<file path="src/rtl/game_controller_if.sv">
// game_controller_if: frame/start/invader inputs and gating/score outputs of the game sequencer
interface game_controller_if #(
  parameter int NUM_INVADERS = 20,
  parameter int LINE_W       = 4
) ();
  logic                    vsync;
  logic                    start_debounced;
  logic [NUM_INVADERS-1:0] invaders_array;
  logic [LINE_W-1:0]       invaders_line;
  logic                    clear;
  logic                    clear_score;
  logic                    enable;
  logic [2:0]              level;
  logic [1:0]              lives;
  logic [2:0]              game_state;
  modport master (
    input  vsync, start_debounced, invaders_array, invaders_line,
    output clear, clear_score, enable, level, lives, game_state
  );
  modport slave (
    output vsync, start_debounced, invaders_array, invaders_line,
    input  clear, clear_score, enable, level, lives, game_state
  );
endinterface

</file>
<file path="src/rtl/game_controller.sv">
// game_controller: game sequencer gating player/invaders, tracking level, lives and game over
module game_controller #(
  parameter int BOTTOM_LINE  = 13,
  parameter int LIVES_INIT   = 3,
  parameter int MAX_LEVEL    = 7,
  parameter int PAUSE_FRAMES = 60
) (
  input  logic clk_36MHz,
  input  logic reset,
  game_controller_if.master gif
);
  localparam int CW = $clog2(PAUSE_FRAMES + 1);
  typedef enum logic [2:0] {
    ATTRACT     = 3'd0,
    PAUSE_LEVEL = 3'd1,
    PLAY        = 3'd2,
    PAUSE_LIFE  = 3'd3,
    GAME_OVER   = 3'd4
  } state_t;
  state_t        state, state_n;
  logic [CW-1:0] cnt, cnt_n;
  logic [2:0]    level_n;
  logic [1:0]    lives_n;
  logic          clear_score_n, vsync_q, start_q, frame_evt, start_evt, can_start;
  always_comb begin
    frame_evt     = vsync_q & ~gif.vsync;
    start_evt     = ~start_q & gif.start_debounced;
    can_start     = state == ATTRACT || (state == GAME_OVER && cnt == '0);
    state_n       = state;
    cnt_n         = (frame_evt && cnt != '0) ? cnt - CW'(1) : cnt;
    level_n       = gif.level;
    lives_n       = gif.lives;
    clear_score_n = 1'b0;
    case (state)
      ATTRACT, GAME_OVER:
        if (can_start && start_evt) begin
          clear_score_n = 1'b1;
          level_n       = 3'd0;
          lives_n       = 2'(LIVES_INIT);
          cnt_n         = CW'(PAUSE_FRAMES);
          state_n       = PAUSE_LEVEL;
        end
      PAUSE_LEVEL, PAUSE_LIFE:
        if (frame_evt && cnt == CW'(1)) state_n = PLAY;
      PLAY: begin
        cnt_n = cnt;
        // a cleared wave wins over a simultaneous invasion
        if (gif.invaders_array == '0) begin
          level_n = (gif.level == 3'(MAX_LEVEL)) ? gif.level : gif.level + 3'd1;
          cnt_n   = CW'(PAUSE_FRAMES);
          state_n = PAUSE_LEVEL;
        end else if (int'(gif.invaders_line) >= BOTTOM_LINE) begin
          lives_n = gif.lives - 2'd1;
          cnt_n   = CW'(PAUSE_FRAMES);
          state_n = (gif.lives > 2'd1) ? PAUSE_LIFE : GAME_OVER;
        end
      end
      default: state_n = ATTRACT;
    endcase
  end
  always_ff @(posedge clk_36MHz) begin
    if (reset) begin
      state           <= ATTRACT;
      cnt             <= '0;
      vsync_q         <= 1'b0;
      start_q         <= 1'b1;
      gif.clear       <= 1'b1;
      gif.clear_score <= 1'b0;
      gif.enable      <= 1'b0;
      gif.level       <= 3'd0;
      gif.lives       <= 2'(LIVES_INIT);
      gif.game_state  <= ATTRACT;
    end else begin
      state           <= state_n;
      cnt             <= cnt_n;
      vsync_q         <= gif.vsync;
      start_q         <= gif.start_debounced;
      gif.clear       <= state_n == ATTRACT || state_n == PAUSE_LEVEL || state_n == PAUSE_LIFE;
      gif.clear_score <= clear_score_n;
      gif.enable      <= state_n == PLAY;
      gif.level       <= level_n;
      gif.lives       <= lives_n;
      gif.game_state  <= state_n;
    end
  end
endmodule

</file>
<file path="src/flat_wrapper.sv">
// flat-port wrapper written by rule: the top's interface ports become plain ports
module game_controller_flat 
#(
  parameter int BOTTOM_LINE  = 13,
  parameter int LIVES_INIT   = 3,
  parameter int MAX_LEVEL    = 7,
  parameter int PAUSE_FRAMES = 60
)
  (clk_36MHz, reset, gif_vsync, gif_start_debounced, gif_invaders_array, gif_invaders_line, gif_clear, gif_clear_score, gif_enable, gif_level, gif_lives, gif_game_state);
  game_controller_if gif_i ();
  input  logic clk_36MHz;
  input  logic reset;
  input wire logic [$bits(gif_i.vsync)-1:0] gif_vsync;
  input wire logic [$bits(gif_i.start_debounced)-1:0] gif_start_debounced;
  input wire logic [$bits(gif_i.invaders_array)-1:0] gif_invaders_array;
  input wire logic [$bits(gif_i.invaders_line)-1:0] gif_invaders_line;
  output wire logic [$bits(gif_i.clear)-1:0] gif_clear;
  output wire logic [$bits(gif_i.clear_score)-1:0] gif_clear_score;
  output wire logic [$bits(gif_i.enable)-1:0] gif_enable;
  output wire logic [$bits(gif_i.level)-1:0] gif_level;
  output wire logic [$bits(gif_i.lives)-1:0] gif_lives;
  output wire logic [$bits(gif_i.game_state)-1:0] gif_game_state;
  assign gif_i.vsync = gif_vsync;
  assign gif_i.start_debounced = gif_start_debounced;
  assign gif_i.invaders_array = gif_invaders_array;
  assign gif_i.invaders_line = gif_invaders_line;
  assign gif_clear = gif_i.clear;
  assign gif_clear_score = gif_i.clear_score;
  assign gif_enable = gif_i.enable;
  assign gif_level = gif_i.level;
  assign gif_lives = gif_i.lives;
  assign gif_game_state = gif_i.game_state;
  game_controller #(.BOTTOM_LINE(BOTTOM_LINE), .LIVES_INIT(LIVES_INIT), .MAX_LEVEL(MAX_LEVEL), .PAUSE_FRAMES(PAUSE_FRAMES)) u_core (.clk_36MHz(clk_36MHz), .reset(reset), .gif(gif_i));
endmodule
</file>
<file path="config.mk">
export PLATFORM = sky130hd
export DESIGN_NAME = game_controller_flat
export DESIGN_NICKNAME = d
export VERILOG_FILES = /design/src/rtl/game_controller_if.sv /design/src/rtl/game_controller.sv /design/src/flat_wrapper.sv
export SDC_FILE = /design/constraint.sdc
export NUM_CORES = 1
export LEC_CHECK = 0
export CORE_UTILIZATION = 39
export DETAILED_ROUTE_END_ITERATION = 10
export GPL_ROUTABILITY_DRIVEN = 0
export PLACE_DENSITY_LB_ADDON = 0.3
export SYNTH_ARGS = -nofsm -noshare
export SYNTH_HDL_FRONTEND = slang
export SYNTH_SLANG_ARGS = --single-unit
</file>
<file path="constraint.sdc">
create_clock -name clk_36MHz -period 1.7 [get_ports clk_36MHz]
set_input_delay 0.34 -clock clk_36MHz [delete_from_list [all_inputs] [get_ports clk_36MHz]]
set_output_delay 0.34 -clock clk_36MHz [all_outputs]
set_load 0.02 [all_outputs]
</file>
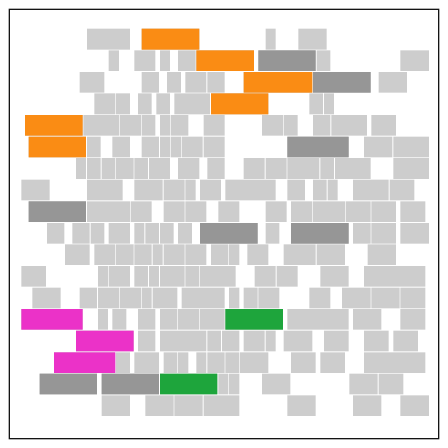
Fig. 1. Sequential cells grouped by signal name.
Other sequential cells in the stronger grey, the rest of the logic in the fainter grey.
signal	colour	flops
u_core.gif.lives	green	2
u_core.gif.game_state	magenta	3
u_core.cnt	orange	6
power in sequential cells: 0.476 mW
utilization after layout: 70.0%
Seq. cell area: 388 µm²
flop share of the area: 22.0%

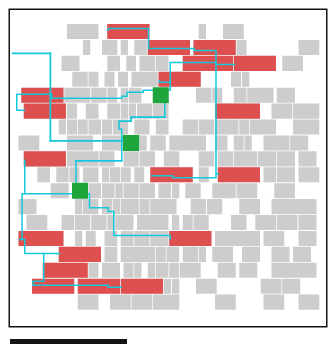
Fig. 2. Clock distribution.
Bar = 20 µm.
[flip-flops] red | count: 19
[clock wires] cyan | length: 256 µm
[clock-net drivers] green | count: 3
flops lie	all over the die
maximum clock skew at final layout: 0.00816 ns
clock distribution power: 0.237 mW
part of the power in the clock network: 25.6%

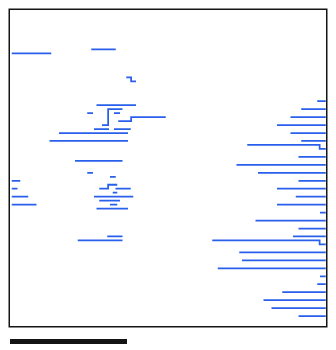
Fig. 3. Met3 routing.
Bar = 20 µm.
main direction	horizontal
wire length on this layer	332 µm
longest straight run	18.2 µm
nets with wire on the layer	49
global-route met3 utilization: 5.08%
final WL: 3330 µm
vias: 1260

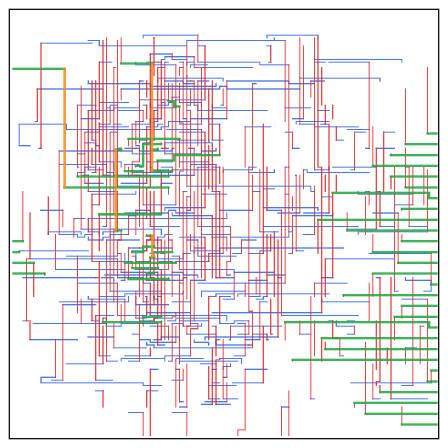
Fig. 4. Routed metal, one colour a layer.
layer	colour	wire length
M2	red	1660 µm
M1	blue	1300 µm
M4	orange	41.5 µm
M3	green	332 µm
routed wirelength normalized by instance count: 15.1 µm
total routing resource utilization after global routing: 21.9%

[cell usage after synthesis, types with 4 or more instances]
cell	instances
sky130_fd_sc_hd__dfxtp_1	19
sky130_fd_sc_hd__inv_1	12
sky130_fd_sc_hd__nand3_1	9
sky130_fd_sc_hd__o21ai_0	8
sky130_fd_sc_hd__a21oi_1	7
sky130_fd_sc_hd__nand2_1	7
sky130_fd_sc_hd__nor2_1	7
sky130_fd_sc_hd__a31oi_1	6
sky130_fd_sc_hd__ha_1	6
sky130_fd_sc_hd__nor3_1	5
sky130_fd_sc_hd__nor4_2	4
[metal layers]
layer  vias up  track usage [%]  part of all wire, %
met2        73             43.0                   50
met4         0             6.84                  1.2
met1       579             22.4                   39
met3         9             5.08                   10
met5         -                0                    0
li1        599                -                    -
[state kept, by name, indices dropped and copies added (netlist names)]
register	flops
u_core.gif.clear	1
u_core.gif.lives	2
u_core.start_q	1
u_core.gif.enable	1
u_core.vsync_q	1
u_core.gif.level	3
u_core.gif.game_state	3
u_core.cnt	6
u_core.gif.clear_score	1
[timing repair]
action / CTS / global route
setup endpoints to repair: 17 / 14
gates resized: 28 / 21
pin swaps: 12 / 11
setup buffers: 3 / 2
[critical path: stages (launching register included)]
cell                       delay (ns)
sky130_fd_sc_hd__dfxtp_1         0.43
sky130_fd_sc_hd__nor4_2          0.06
sky130_fd_sc_hd__buf_4           0.16
sky130_fd_sc_hd__a21boi_0        0.35
sky130_fd_sc_hd__nand3_1         0.15
sky130_fd_sc_hd__or3_1           0.33
sky130_fd_sc_hd__a31oi_1         0.16
[through the flow]
step | util, % | setup TNS (ns) | hold slack [ns]
after floorplan | - | -0.0205 | 0.412
after global placement | 65.9 | -6.13 | 0.469
after detailed placement | 65.9 | -6.65 | 0.476
after CTS | 67.0 | 0 | 0.494
after global routing | 70.0 | -0.128 | 0.509
final | 70.0 | -0.00904 | 0.492
[logic make-up (layout without fill, tap and decap cells)]
kind of cell / count (synthesis) / count (layout) / synth area share, %
buffers and inverters: 13 / 78 / 4.63
multiplexers: 1 / 1 / 0.949
adder cells (fa/ha/maj): 6 / 6 / 7.12
AND-OR/OR-AND: 34 / 34 / 21.2
AND/OR/NAND/NOR: 53 / 53 / 30.0
flip-flops: 19 / 19 / 36.1
[power breakdown]
part           internal [mW]  switching (mW)  total [mW]
Clock                 0.0878           0.149       0.237
Combinational          0.108           0.104       0.212
Sequential             0.461          0.0150       0.476
[cell type report]
cell class,instances,share of cell area [%]
sequential,19,22.0
clock inverter,1,0.283
clock buffer,3,1.28
multi-input combinational,94,40.7
timing repair buffer,62,31.1
inverter,12,2.55
tap,30,2.13
[worst min path at each step]
stage / slack, ns / endpoint / cells after the start / from
finish: 0.49 / u_core.gif.level[0] / 2 / u_core.gif.level[0]
global route: 0.51 / u_core.gif.level[0] / 2 / u_core.gif.level[0]
CTS: 0.49 / u_core.gif.level[0] / 2 / u_core.gif.level[0]
detailed placement: 0.48 / u_core.gif.level[0] / 2 / u_core.gif.level[0]
global placement: 0.47 / u_core.gif.level[0] / 2 / u_core.gif.level[0]
floorplan: 0.41 / u_core.vsync_q / 1 / reset
==> impl_metrics.csv <==
group,metric,value,unit
grt,grt_first_pass_wirelength,4660,µm
floorplan,boundaryPins,39,
floorplan,fp_util,41.8,%
synthesis,post_synth.cell_area_avg,8.37,µm²
floorplan,dieHeight,54.0,µm
worst_setup_path,path_class,"register to register",
synthesis,ys_async_sr_fraction,0,%
final_timing,worst_max_slew_pin_slew,0.398,ns
layout,design_area,1770,µm²
cts,clockBufferDepth,2,
detailed_routing,drt_first_iter_violations,29,
floorplan,fp.coreArea,2520,µm²
status,violated_checks,"setup timing",
synthesis,syn_nets,160,
power,vdd_ir_drop_max,0.000492,V
place,area_after_detailed_placement,1660,µm²
detailed_routing,drt-vias-per-instance,5.70,
final_timing,final_hold_violations,0,
layout,finish.net_count,226,
final_timing,timing.final.setup_violations,1,
final_timing,final.min_clock_period,1.71,ns
worst_setup_path,reg2reg_to,"u_core.cnt[4]",
cts,cts_tree,"yes",
worst_setup_path,r2r_cells,6,
synthesis,area_leaders,"sky130_fd_sc_hd__dfxtp_1, sky130_fd_sc_hd__ha_1, sky130_fd_sc_hd__nor4_2",
worst_setup_path,crit_path_start,"u_core.cnt[4]",
final_timing,maxSlewHeadroom,73.2,%
cts,tritoncts_buffers,3,
synthesis,dominant_register_cell,"sky130_fd_sc_hd__dfxtp_1",
layout,layout_cells_sized_above_1,28.8,%
worst_setup_path,setup.reg_to_reg.worst_slack,-0.009,ns
synthesis,synthesis.yosys.warnings,0,
worst_setup_path,crit_end,"u_core.cnt[4]",
worst_setup_path,crit_path_start_kind,"register",
status,outcome,"complete, but fails checks",
flow_run,warning_count,30,
final_timing,layout_setup_ws,-0.00904,ns
detailed_routing,antenna_left,0,
layout,layout.cells.most_common_list,"sky130_fd_sc_hd__buf_4, sky130_fd_sc_hd__dlygate4sd2_1, sky130_fd_sc_hd__dfxtp_1",
min_path,worstHoldPathType,"register to register",
synthesis,yosysSeqAreaShare,36.1,%
place,place_ws,-0.549,ns
final_timing,drv_slew,0,
flow_run,timing.max_cap.violations,0,
synthesis,synth_cell_type_count,36,
synthesis,ys_cells,126,
synthesis,top_area_cell,"sky130_fd_sc_hd__dfxtp_1",
synthesis,synthesis.area,1050,µm²
synthesis,yosys.area.top_type_share,36.1,%
grt,antenna_found_initial,0,
layout,fill_cells,199,
power,total_power_density_per_cell_area,523,nW/µm²
layout,area_growth_syn_to_layout,67.4,%
final_timing,clock.fmax,585,MHz
place,detailed_place_hpwl,2360,µm
cts,clkSlewWorstSetupHoldPaths,0.12,ns
layout,antenna_cells,0,
synthesis,synth-area-yosys,1050,µm²
power,leakage,0.745,nW
final_timing,rsz_0062_raised_after_global_routing,"true",
cts,cts-htree-levels,1,
worst_setup_path,crit_path_max_fanout,6,
cts,clock_net_sink_count,19,
worst_setup_path,worstReg2RegStart,"u_core.cnt[4]",
synthesis,postSynthRegisterBits,19,
grt,grt_max_degree,12,
power,total_power,0.924,mW
layout,finish.cell_count_without_fillers,221,
worst_setup_path,worstPathArrival,1.96,ns
place,numPlacedInstances,213,
floorplan,std_cell_rows,18,
layout,multi_input_comb_area,718,µm²
grt,grt_overflow_total,0,
floorplan,die-area,2920,µm²
cts,cts_hold_buffers,0,
worst_setup_path,crit_path_end_kind,"register",
detailed_routing,firstDrtPassIters,4,
final_timing,final.period_utilization,101,%
worst_setup_path,cp.required,1.95,ns
detailed_routing,drc,0,
synthesis,synth_instances,126,
grt,via_count_of_the_first_global_routing_pass,1198,
cts,ctsRootBufferMaster,"sky130_fd_sc_hd__clkbuf_4",
place,place.port_buffers,38,
Power figures rest on the tool's default switching activity, not on a simulated workload.
